### Sequential cells colored by netlist name

Scale bar: 20 um.
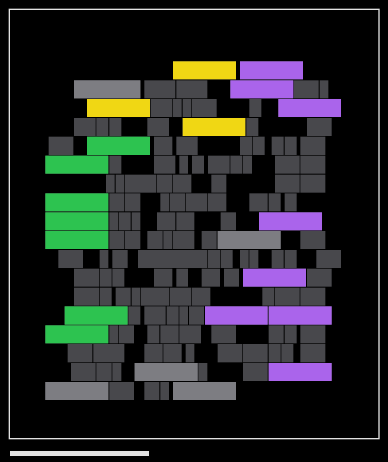
### Cell density map

Scale bar: 20 um. 5 x 6 tiles, from dark purple (low) to yellow (high), 0 to 100% covered.
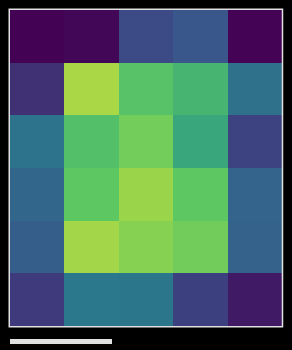
### Clock wiring as the flow saved it

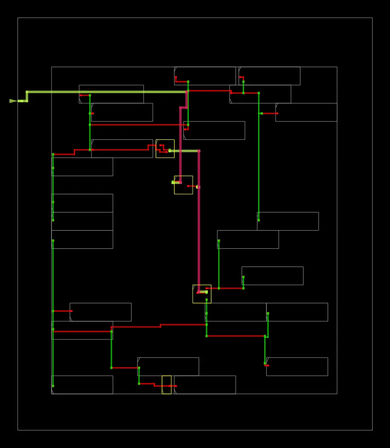
<file path="config.mk">
export PLATFORM = sky130hd
export DESIGN_NAME = uart_tx_drain
export DESIGN_NICKNAME = d
export VERILOG_FILES = /design/src/rtl/uart_tx_drain.sv
export SDC_FILE = /design/constraint.sdc
export NUM_CORES = 1
export LEC_CHECK = 0
export CAP_MARGIN = 20
export CORE_ASPECT_RATIO = 1.2
export CORE_MARGIN = 5
export CORE_UTILIZATION = 58
export DETAILED_ROUTE_END_ITERATION = 6
export PLACE_DENSITY_LB_ADDON = 0.2
export SYNTH_ARGS = -nofsm -noshare
export SYNTH_HDL_FRONTEND = slang
export SYNTH_SLANG_ARGS = --single-unit
</file>
<file path="constraint.sdc">
create_clock -name i_clk -period 4.48 [get_ports i_clk]
set_clock_uncertainty 0.05 [all_clocks]
set_input_delay 0.896 -clock i_clk [delete_from_list [all_inputs] [get_ports i_clk]]
set_output_delay 0.896 -clock i_clk [all_outputs]
set_load 0.02 [all_outputs]
</file>
<file path="src/rtl/uart_tx_drain.sv">
// uart_tx_drain: drains the outbound FIFO one word per frame and
// serialises each word onto the TX pad as an 8N1 / 8N2 UART frame.
module uart_tx_drain #(
   parameter int CLKS_PER_BIT = 104,
   parameter int STOP_BITS    = 1
) (
   input  logic       i_clk,
   input  logic       i_rst,
   input  logic       i_enable,
   input  logic       i_empty,
   output logic       o_rd_en,
   input  logic [7:0] i_rd_data,
   input  logic       i_rd_valid,
   output logic       o_tx,
   output logic       o_busy,
   output logic       o_frame_done
);

   localparam int CW = (CLKS_PER_BIT > 1) ? $clog2(CLKS_PER_BIT) : 1;
   localparam logic [CW-1:0] CNT_MAX = CW'(CLKS_PER_BIT - 1);
   // index of the final stop bit (0 for one stop bit, 1 for two)
   localparam logic STOP_LAST = (STOP_BITS == 2);

   typedef enum logic [2:0] {
      IDLE,
      FETCH,
      WAIT,
      START,
      DATA,
      STOP
   } state_t;

   state_t      state;
   logic [CW-1:0] cnt;
   logic [2:0]  bit_idx;
   logic [7:0]  shreg;
   logic        stop_idx;
   logic        bit_end;

   assign bit_end = (cnt == CNT_MAX);

   // status flags decode the state register and counters
   assign o_busy       = (state != IDLE);
   assign o_frame_done = (state == STOP) && bit_end &&
                         (stop_idx == STOP_LAST);

   // frame sequencer: fetch one word, then start, 8 data, stop bit(s)
   always_ff @(posedge i_clk or posedge i_rst) begin
      if (i_rst) begin
         state    <= IDLE;
         cnt      <= '0;
         bit_idx  <= '0;
         shreg    <= '0;
         stop_idx <= 1'b0;
         o_tx     <= 1'b1;
         o_rd_en  <= 1'b0;
      end else begin
         o_rd_en <= 1'b0;
         unique case (state)
            IDLE: begin
               o_tx <= 1'b1;
               if (i_enable && !i_empty) begin
                  o_rd_en <= 1'b1;
                  state   <= FETCH;
               end
            end
            FETCH: begin
               state <= WAIT;
            end
            WAIT: begin
               // a read that raced an empty FIFO comes back invalid
               if (i_rd_valid) begin
                  shreg   <= i_rd_data;
                  cnt     <= '0;
                  bit_idx <= '0;
                  o_tx    <= 1'b0;
                  state   <= START;
               end else begin
                  state <= IDLE;
               end
            end
            START: begin
               if (bit_end) begin
                  cnt     <= '0;
                  bit_idx <= '0;
                  o_tx    <= shreg[0];
                  state   <= DATA;
               end else begin
                  cnt <= cnt + 1'b1;
               end
            end
            DATA: begin
               if (bit_end) begin
                  cnt   <= '0;
                  shreg <= {1'b0, shreg[7:1]};
                  if (bit_idx == 3'd7) begin
                     stop_idx <= 1'b0;
                     o_tx     <= 1'b1;
                     state    <= STOP;
                  end else begin
                     bit_idx <= bit_idx + 3'd1;
                     o_tx    <= shreg[1];
                  end
               end else begin
                  cnt <= cnt + 1'b1;
               end
            end
            STOP: begin
               if (bit_end) begin
                  cnt <= '0;
                  if (stop_idx == STOP_LAST) begin
                     state <= IDLE;
                  end else begin
                     stop_idx <= 1'b1;
                  end
               end else begin
                  cnt <= cnt + 1'b1;
               end
            end
            default: begin
               state <= IDLE;
               o_tx  <= 1'b1;
            end
         endcase
      end
   end

endmodule

</file>
==> impl_metrics.ini <==
; generated from flow reports
[run_status]
status = completed

[cells_and_area]
flop-count = 23
fillers = 163
final_cells = 176

[global_routing]
grt-busiest-layer = met2
grt_max_degree = 25
grt_pass1_vias = 1025

[worst_hold_path]
hold_depth = 1

[yosys]
synth_nets = 149
yosysUniqueCellTypes = 43
ys_sh_simple_pct = 15.7
ys_sh_adder_pct = 2.90
netlist_top_cells_count = dfrtp_1 (22), o21ai_1 (12), nand2_1 (10), mux2i_1 (8), o21ai_0 (8)

[die]
die_x_um = 53.1

[detailed_routing]
drc = 0
via_count = 1096
m1WireLength_um = 1140

[cts]
postCtsSetupBuffers = 0
cts_sinks = 23

[setup_path]
crit_path_top_delay_cell = clkdlybuf4s50_1
cp.depth = 5
critPathLaunchType = flip-flop
r2r-start = cnt[0]
max_stage_delay_ns = 0.61
worstPathRequired_ns = 3.53

[placement]
dp_cells = 172

[timing]
worst_slew_pin_slew_ns = 0.883
tns_ns = 0

[pwr]
power.density_nw_per_um2 = 507
About 'Sequential cells colored by netlist name':
| name in the netlist | color | placed flops |
|---|---|---|
| cnt | green | 7 |
| shreg | purple | 8 |
| bit_idx | yellow | 3 |

About 'Cell density map':
nearly empty tiles: 10%
emptiest ninth of the die: top left
densest ninth of the die: middle
tiles over 75% full: 20%
fullest tile: 87%
mean over tiles: 44%
core area: 2090 sq um
Core Util, Final: 71.0%
Starting Density: 61.8%

About 'Clock wiring as the flow saved it':
total CTS buffers: 3
clock group total power: 0.0000960 W

-- kinds of logic after synthesis --
kind of cell / count (synthesis)
AOI/OAI and AO/OA: 45
xor gates and xnor gates: 2
adders and majority gates: 3
buffers and inverters: 13
DFF: 23
muxes: 9
and+or+nand+nor: 38
-- power by group through the flow --
stage	logic [W]	clock network [W]	registers, W
6_report	0.000285	0.0000960	0.000372
5_1_grt	0.000320	0.000109	0.000386
4_1_cts	0.000286	0.0000989	0.000370
3_5_place_dp	0.000284	0	0.000374
3_3_place_gp	0.000274	0	0.000367
2_1_floorplan	0.000239	0	0.000335
-- registers in the layout (all words and copies together) (netlist names) --
signal   cells
bit_idx      3
o_rd_en      1
state        3
o_tx         1
shreg        8
cnt          7
Power figures rest on the tool's default switching activity, not on a simulated workload.
